### Close-up of the layout

Bar = 10 um. Window x 67 to 92, y 35 to 60 um. Cells in gray, sequential cells in the stronger gray; small squares are vias.
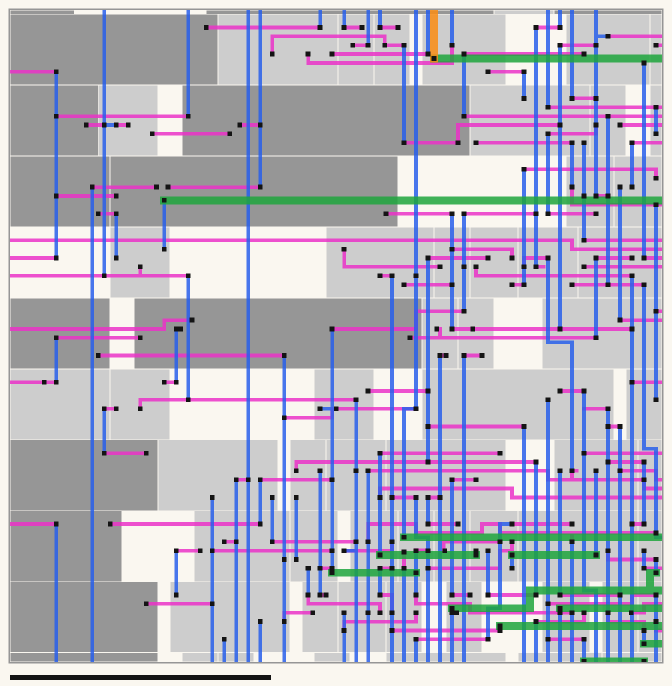
### Selected gate families

Bar = 50 um.
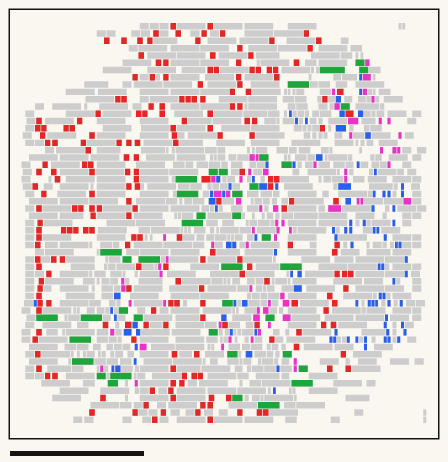
### Wiring heat map

32 x 32 tiles, from black (low) to pale yellow (high), scaled to the fullest tile. Values are wire area over tile area, all layers added.
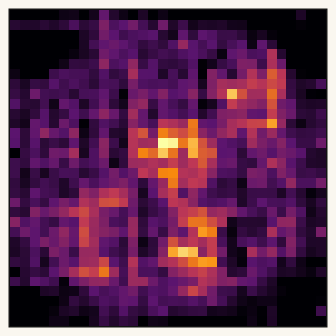
### Cell placement

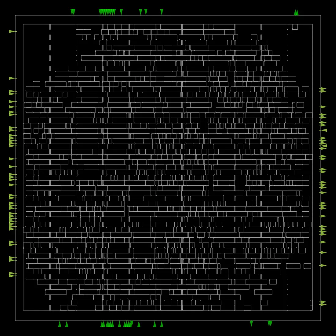
### Routed clock nets over the placement

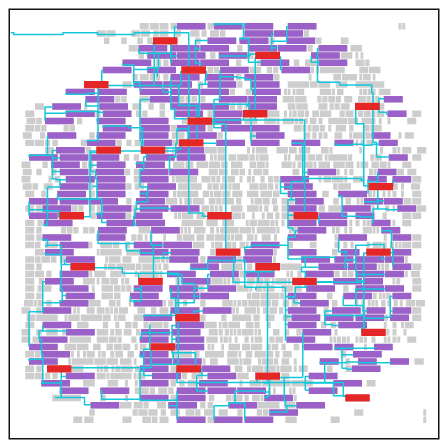
[src/rtl/alu_pipelined_pkg.sv]
// alu_pipelined_pkg: opcodes, flag bit positions and chunk-geometry helpers for alu_pipelined_stream.
package alu_pipelined_pkg;
    typedef enum logic [2:0] {
        OP_ADD   = 3'd0,
        OP_ADC   = 3'd1,
        OP_SUB   = 3'd2,
        OP_SBB   = 3'd3,
        OP_AND   = 3'd4,
        OP_OR    = 3'd5,
        OP_XOR   = 3'd6,
        OP_PASSB = 3'd7
    } op_e;

    localparam int FLAG_C = 0;
    localparam int FLAG_V = 1;
    localparam int FLAG_Z = 2;
    localparam int FLAG_N = 3;

    function automatic int alu_w(input int width, input int latency);
        return (width + latency - 1) / latency;
    endfunction

    function automatic int chunks(input int width, input int latency);
        return (width + alu_w(width, latency) - 1) / alu_w(width, latency);
    endfunction

    function automatic int last_w(input int width, input int latency);
        return width - (chunks(width, latency) - 1) * alu_w(width, latency);
    endfunction

    function automatic logic is_sub(input logic [2:0] op);
        return op == OP_SUB || op == OP_SBB;
    endfunction

    function automatic logic is_arith(input logic [2:0] op);
        return !op[2];
    endfunction
endpackage

[src/rtl/alu_pipelined_stage.sv]
// alu_pipelined_stage: one chunk of add/sub/logic with carry in/out.
// The zero partial exists only when ALU_PIPELINED_STREAM_FLAGS_EN is defined.
module alu_pipelined_stage
    import alu_pipelined_pkg::*;
#(
    parameter int W = 4
) (
    input  logic [W-1:0] a_i,
    input  logic [W-1:0] b_i,
    input  logic [2:0]   op_i,
    input  logic         c_i,
    output logic [W-1:0] r_o,
    output logic         c_o
`ifdef ALU_PIPELINED_STREAM_FLAGS_EN
    ,
    output logic         z_o
`endif
);
    logic [W:0] sum;

    // Subtraction is A + ~B + carry, where carry = !borrow.
    always_comb begin
        sum = {1'b0, a_i} + {1'b0, is_sub(op_i) ? ~b_i : b_i} + {{W{1'b0}}, c_i};
        r_o = op_i == OP_AND ? (a_i & b_i) :
              op_i == OP_OR  ? (a_i | b_i) :
              op_i == OP_XOR ? (a_i ^ b_i) :
              op_i == OP_PASSB ? b_i : sum[W-1:0];
        c_o = sum[W];
`ifdef ALU_PIPELINED_STREAM_FLAGS_EN
        z_o = r_o == '0;
`endif
    end
endmodule

[src/rtl/alu_pipelined_stream.sv]
// alu_pipelined_stream: streaming chunk-pipelined ALU with valid/ready back-pressure.
// Define ALU_PIPELINED_STREAM_FLAGS_EN to build the N/Z/V/C flag pipeline; otherwise out_flags is 0.
module alu_pipelined_stream
    import alu_pipelined_pkg::*;
#(
    parameter int WIDTH   = 32,
    parameter int LATENCY = 4
) (
    input  logic             clk,
    input  logic             rst,
    input  logic             in_valid,
    output logic             in_ready,
    input  logic [2:0]       in_op,
    input  logic             in_cin,
    input  logic [WIDTH-1:0] in_a,
    input  logic [WIDTH-1:0] in_b,
    output logic             out_valid,
    input  logic             out_ready,
    output logic [WIDTH-1:0] out_result,
    output logic [3:0]       out_flags
);
    localparam int AW = alu_w(WIDTH, LATENCY);
    localparam int C  = chunks(WIDTH, LATENCY);
    localparam int LW = last_w(WIDTH, LATENCY);

    // Slot k holds a beat waiting for stage k; a/b carry the skewed upper chunks,
    // r_q the already-computed lower chunks.
    logic             v_q  [C];
    logic [2:0]       op_q [C];
    logic             c_q  [C];
    logic [WIDTH-1:0] a_q  [C];
    logic [WIDTH-1:0] b_q  [C];
    logic [WIDTH-1:0] r_q  [C];
    logic             co_w [C];
    logic [WIDTH-1:0] res_w;
    logic [C-1:0][WIDTH-1:0] r_d;
    logic             out_valid_q;
    logic [WIDTH-1:0] out_result_q;
    logic             adv;

    assign adv        = !out_valid_q || out_ready;
    assign in_ready   = adv && !rst;
    assign out_valid  = out_valid_q;
    assign out_result = out_result_q;

`ifdef ALU_PIPELINED_STREAM_FLAGS_EN
    logic       z_q  [C];
    logic       zc_w [C];
    logic [3:0] flags_d;
    logic [3:0] out_flags_q;

    always_comb begin
        flags_d         = '0;
        flags_d[FLAG_N] = r_d[C-1][WIDTH-1];
        flags_d[FLAG_Z] = z_q[C-1] && zc_w[C-1];
        flags_d[FLAG_C] = is_arith(op_q[C-1]) && (co_w[C-1] ^ is_sub(op_q[C-1]));
        flags_d[FLAG_V] = is_arith(op_q[C-1]) &&
                          ((a_q[C-1][WIDTH-1] ^ b_q[C-1][WIDTH-1]) == is_sub(op_q[C-1])) &&
                          (r_d[C-1][WIDTH-1] != a_q[C-1][WIDTH-1]);
    end

    assign out_flags = out_flags_q;
`else
    assign out_flags = '0;
`endif

    for (genvar k = 0; k < C; k++) begin : g_stage
        localparam int LO = k * AW;
        localparam int CW = (k == C - 1) ? LW : AW;
        localparam logic [WIDTH-1:0] M = ({WIDTH{1'b1}} >> (WIDTH - CW)) << LO;
        alu_pipelined_stage #(.W(CW)) u_stage (
            .a_i  (a_q[k][LO +: CW]),
            .b_i  (b_q[k][LO +: CW]),
            .op_i (op_q[k]),
            .c_i  (c_q[k]),
            .r_o  (res_w[LO +: CW]),
            .c_o  (co_w[k])
`ifdef ALU_PIPELINED_STREAM_FLAGS_EN
            ,
            .z_o  (zc_w[k])
`endif
        );
        assign r_d[k] = r_q[k] | (res_w & M);
    end

    always_ff @(posedge clk) begin
        if (rst) begin
            for (int i = 0; i < C; i++) begin
                v_q[i]  <= 1'b0;
                op_q[i] <= '0;
                c_q[i]  <= 1'b0;
                a_q[i]  <= '0;
                b_q[i]  <= '0;
                r_q[i]  <= '0;
`ifdef ALU_PIPELINED_STREAM_FLAGS_EN
                z_q[i]  <= 1'b1;
`endif
            end
            out_valid_q  <= 1'b0;
            out_result_q <= '0;
`ifdef ALU_PIPELINED_STREAM_FLAGS_EN
            out_flags_q  <= '0;
`endif
        end else if (adv) begin
            v_q[0]  <= in_valid;
            op_q[0] <= in_op;
            a_q[0]  <= in_a;
            b_q[0]  <= in_b;
            r_q[0]  <= '0;
            c_q[0]  <= in_op == OP_SUB || (in_op == OP_ADC && in_cin) || (in_op == OP_SBB && !in_cin);
`ifdef ALU_PIPELINED_STREAM_FLAGS_EN
            z_q[0]  <= 1'b1;
`endif
            for (int i = 1; i < C; i++) begin
                v_q[i]  <= v_q[i-1];
                op_q[i] <= op_q[i-1];
                a_q[i]  <= a_q[i-1];
                b_q[i]  <= b_q[i-1];
                c_q[i]  <= co_w[i-1];
                r_q[i]  <= r_d[i-1];
`ifdef ALU_PIPELINED_STREAM_FLAGS_EN
                z_q[i]  <= z_q[i-1] && zc_w[i-1];
`endif
            end
            out_valid_q <= v_q[C-1];
            if (v_q[C-1]) begin
                out_result_q <= r_d[C-1];
`ifdef ALU_PIPELINED_STREAM_FLAGS_EN
                out_flags_q  <= flags_d;
`endif
            end
        end
    end
endmodule

[config.mk]
export PLATFORM = sky130hd
export DESIGN_NAME = alu_pipelined_stream
export DESIGN_NICKNAME = d
export VERILOG_FILES = /design/src/rtl/alu_pipelined_pkg.sv /design/src/rtl/alu_pipelined_stage.sv /design/src/rtl/alu_pipelined_stream.sv
export SDC_FILE = /design/constraint.sdc
export NUM_CORES = 1
export LEC_CHECK = 0
export CORE_MARGIN = 4
export CORE_UTILIZATION = 59
export DETAILED_ROUTE_END_ITERATION = 6
export PLACE_DENSITY = 0.86
export SLEW_MARGIN = 10
export SYNTH_ARGS = -nofsm -noshare
export SYNTH_HDL_FRONTEND = slang
export SYNTH_SLANG_ARGS = --single-unit
export TNS_END_PERCENT = 20
[constraint.sdc]
create_clock -name clk -period 10.93 [get_ports clk]
set_input_delay 3.279 -clock clk [delete_from_list [all_inputs] [get_ports clk]]
set_output_delay 3.279 -clock clk [all_outputs]
set_load 0.02 [all_outputs]
==> run notes <==
Update from the flow run.

The run finished with clean final reports. The number of synthesized flops with an enable pin is 228. In this run the count of I/O pins placed on the die edge is 110. The net total in the final layout is 1390.

The clock tree from TritonCTS is done. The number of register bits inferred by synthesis is 261. The placer's final routability congestion estimate is 0.866. The most critical min-delay path falls under register to register.

The yosys stat cell total is 1132. The total negative setup slack is 0 ps. The initial detailed-routing violation count is 561. The layout summary lists the proportion of cells stronger than drive strength 1 as 6.48%. The sequential cell fraction of total power is 51.3%. The number of max-capacitance violations reported is 0. Entering global routing, the biggest net connects 151 pins. The script logs the mean routed wire length per placed instance as 15.3 um. CTS placed an instance of clkbuf_16 at the clock tree root.

The antenna diode instance count is 0. The worst-case setup slack after placement is 2270 ps. The first global-routing pass estimated 38400 um of wire. The deepest level of the CTS H-tree is 1. The script parses the final routing iteration and logs DRC violations as 0. CTS saw 261 sinks. The total clock buffers created by CTS is 27.

The number of global-route vias before repair was 7937. After clock tree synthesis, the repair step resized 0 gates. The sum of overflow across all layers after global routing is 0. The area of the core region is 22600 sq um.

For this block, the via count after detailed routing is 8201. The count of nets left with antenna violations once routing finished came out at 0. Of the available clock period, the critical path in the final layout requires 79.1%.

Once placement completed, the tool counted placed cells totaling 1471. Per the detail_route report, vias per standard cell equal 5.40. The gate count after technology mapping is 1132. The fmax is 0.116 GHz. The worst-margin pin slew is 1170 ps. The chip area estimate from yosys synthesis is 13600 sq um. The final wirelength is 23200 um. The count of buffers inserted at the top-level ports is 105. The library cell with the largest summed area after synthesis is edfxtp_1.

Across every metal layer, demand over resource in global routing totals 18.0%. Yosys attributes the largest share of cell area to edfxtp_1 (50%), and2_1 (9.4%), ha_1 (8.7%), dfxtp_1 (4.9%), xnor2_1 (2.6%). The leakage power is 6.43 nW. The analysis attributes to net switching a power of 0.481 mW. According to the timing report, the arrival time at the worst endpoint equals 5360 ps.

The number of iterations in the first detailed-routing pass is 5. The synthesis log from Yosys contains 0 warnings. The number of cell rows is 55. The worst-path maximum fanout is 62. For this design the ratio of total power to cell area is 145 nW/um^2.

Buffers added to address setup during post-CTS repair amount to 0. The mean cell area of the mapped netlist is 12.0 sq um. Before placement the cells fill 60.0% of the core.

The total internal power is 1.79 mW. Post-synth the commonest register cell is edfxtp_1. The count of endpoints failing hold in the final timing report is 0. The cell area that synthesis handed to floorplanning was 13600 sq um. In the final report, the number of pins over their slew limit comes to 0. The die boundary height is 160 um.

The top cell type in the final layout, fill and taps aside, is edfxtp_1.
About 'Close-up of the layout':
[met4] orange
[met3] green
[met1] magenta
[met2] blue
cells with their middle in the window: 48
netlist names of flops here include: a_q (4)
sequential cells in the window: 6
most frequent: ha_1 (8), inv_1 (7), edfxtp_1 (6)

About 'Selected gate families':
[NOR gates] magenta | cells: 69 | most used: nor2_1
[multiplexers] green | cells: 40 | most used: mux2i_1
[NAND gates] blue | cells: 100 | most used: nand2_1
[AND and OR gates] red | cells: 214 | most used: and2_1 | where: all over the die

About 'Wiring heat map':
tiles over half the peak: 7.0%
fullest tile: 0.67
densest ninth of the die: middle
mean over tiles: 0.15
nearly empty tiles: 15%

About 'Cell placement':
tap cells: 285
utilization after layout: 69.1%
flop share of the area: 48.0%

About 'Routed clock nets over the placement':
[flip-flops] purple | count: 261
[cells driving clock nets] red | count: 27
[clock wires] cyan | length: 2920 um
flops lie: all over the die
clock-net power: 0.907 mW
power share of the clock group: 40.0%
worst-case clock skew: 10.6 ps
Clock Latency Late Sink: 520 ps

-- power groups by stage --
stage,logic [mW],clock network (mW),registers [mW]
2_1_floorplan,0.143,0,1.17
3_3_place_gp,0.184,0,1.18
3_5_place_dp,0.194,0,1.18
4_1_cts,0.197,0.922,1.16
5_1_grt,0.220,0.966,1.17
6_report,0.196,0.907,1.16
-- worst paths after layout --
| path | from | endpoint | slack (ps) | cells after the start |
|---|---|---|---|---|
| min reg2reg | out_result[22] | out_result[22] | 450 | 2 |
| min | out_result[22] | out_result[22] | 450 | 2 |
| max | rst | in_ready | 2290 | 5 |
| max reg2reg | op_q[0][7] | c_q[3] | 7270 | 10 |
-- worst max-delay path: stages --
cell and delay (ps):
clkdlybuf4s50_1 400, buf_4 250, or2_0 340, inv_4 380, clkdlybuf4s50_1 700
-- state kept, by name (all words and copies together) (netlist names) --
register    count
b_q            80
v_q             4
out_valid       1
a_q            80
c_q             4
out_result     32
op_q           12
r_q            48
-- per-layer routing --
| layer | GRT usage (%) | up-vias | part of all wire, % |
|---|---|---|---|
| met1 | 24.2 | 3861 | 44 |
| met2 | 30.8 | 247 | 48 |
| met4 | 4.06 | 0 | 1.6 |
| met5 | 0 | - | 0 |
| met3 | 3.05 | 34 | 6.4 |
| li1 | - | 4059 | - |
-- cells in the mapped netlist (all sizes together), types with 3 or more instances --
| library cell | number |
|---|---|
| a211oi | 11 |
| a21boi | 3 |
| a21o | 6 |
| a21oi | 64 |
| a221oi | 5 |
| and2 | 205 |
| buf | 46 |
| clkbuf | 15 |
| dfxtp | 33 |
| edfxtp | 228 |
| fa | 8 |
| ha | 95 |
| inv | 94 |
| mux2 | 6 |
| mux2i | 18 |
| mux4 | 16 |
| nand2 | 78 |
| nand2b | 11 |
| nand3 | 4 |
| nand3b | 4 |
| nand4b | 3 |
| nor2 | 47 |
| nor2b | 8 |
| nor3 | 8 |
| nor3b | 3 |
| nor4b | 3 |
| o211ai | 3 |
| o21ai | 21 |
| o21bai | 3 |
| o221ai | 3 |
| o41ai | 5 |
| xnor2 | 41 |
| xor2 | 6 |
-- area by class of cell --
cell class / instances / area, sq um
Fill cell: 1535 / 7000
Inverter: 94 / 358
Clock buffer: 38 / 757
Multi-Input combinational cell: 719 / 5430
Timing Repair Buffer: 112 / 1100
Tap cell: 285 / 357
Sequential cell: 261 / 7510
Clock inverter: 11 / 130
-- cells by family after synthesis --
logic type	after synthesis	synth area share, %
other	1	0.0276
AOI/OAI and AO/OA	142	6.63
xor gates and xnor gates	47	3.08
buffers and inverters	155	4.98
and+or+nand+nor	383	15.6
DFF	261	55.2
adders and majority gates	103	9.93
muxes	40	4.50
-- per-stage QoR --
stage	instance area, sq um	hold WS, ps
after floorplan	13600	471
after global placement	14800	444
after detailed placement	14800	449
after CTS	15600	457
after global routing	15600	468
final	15600	452
Power figures rest on the tool's default switching activity, not on a simulated workload.
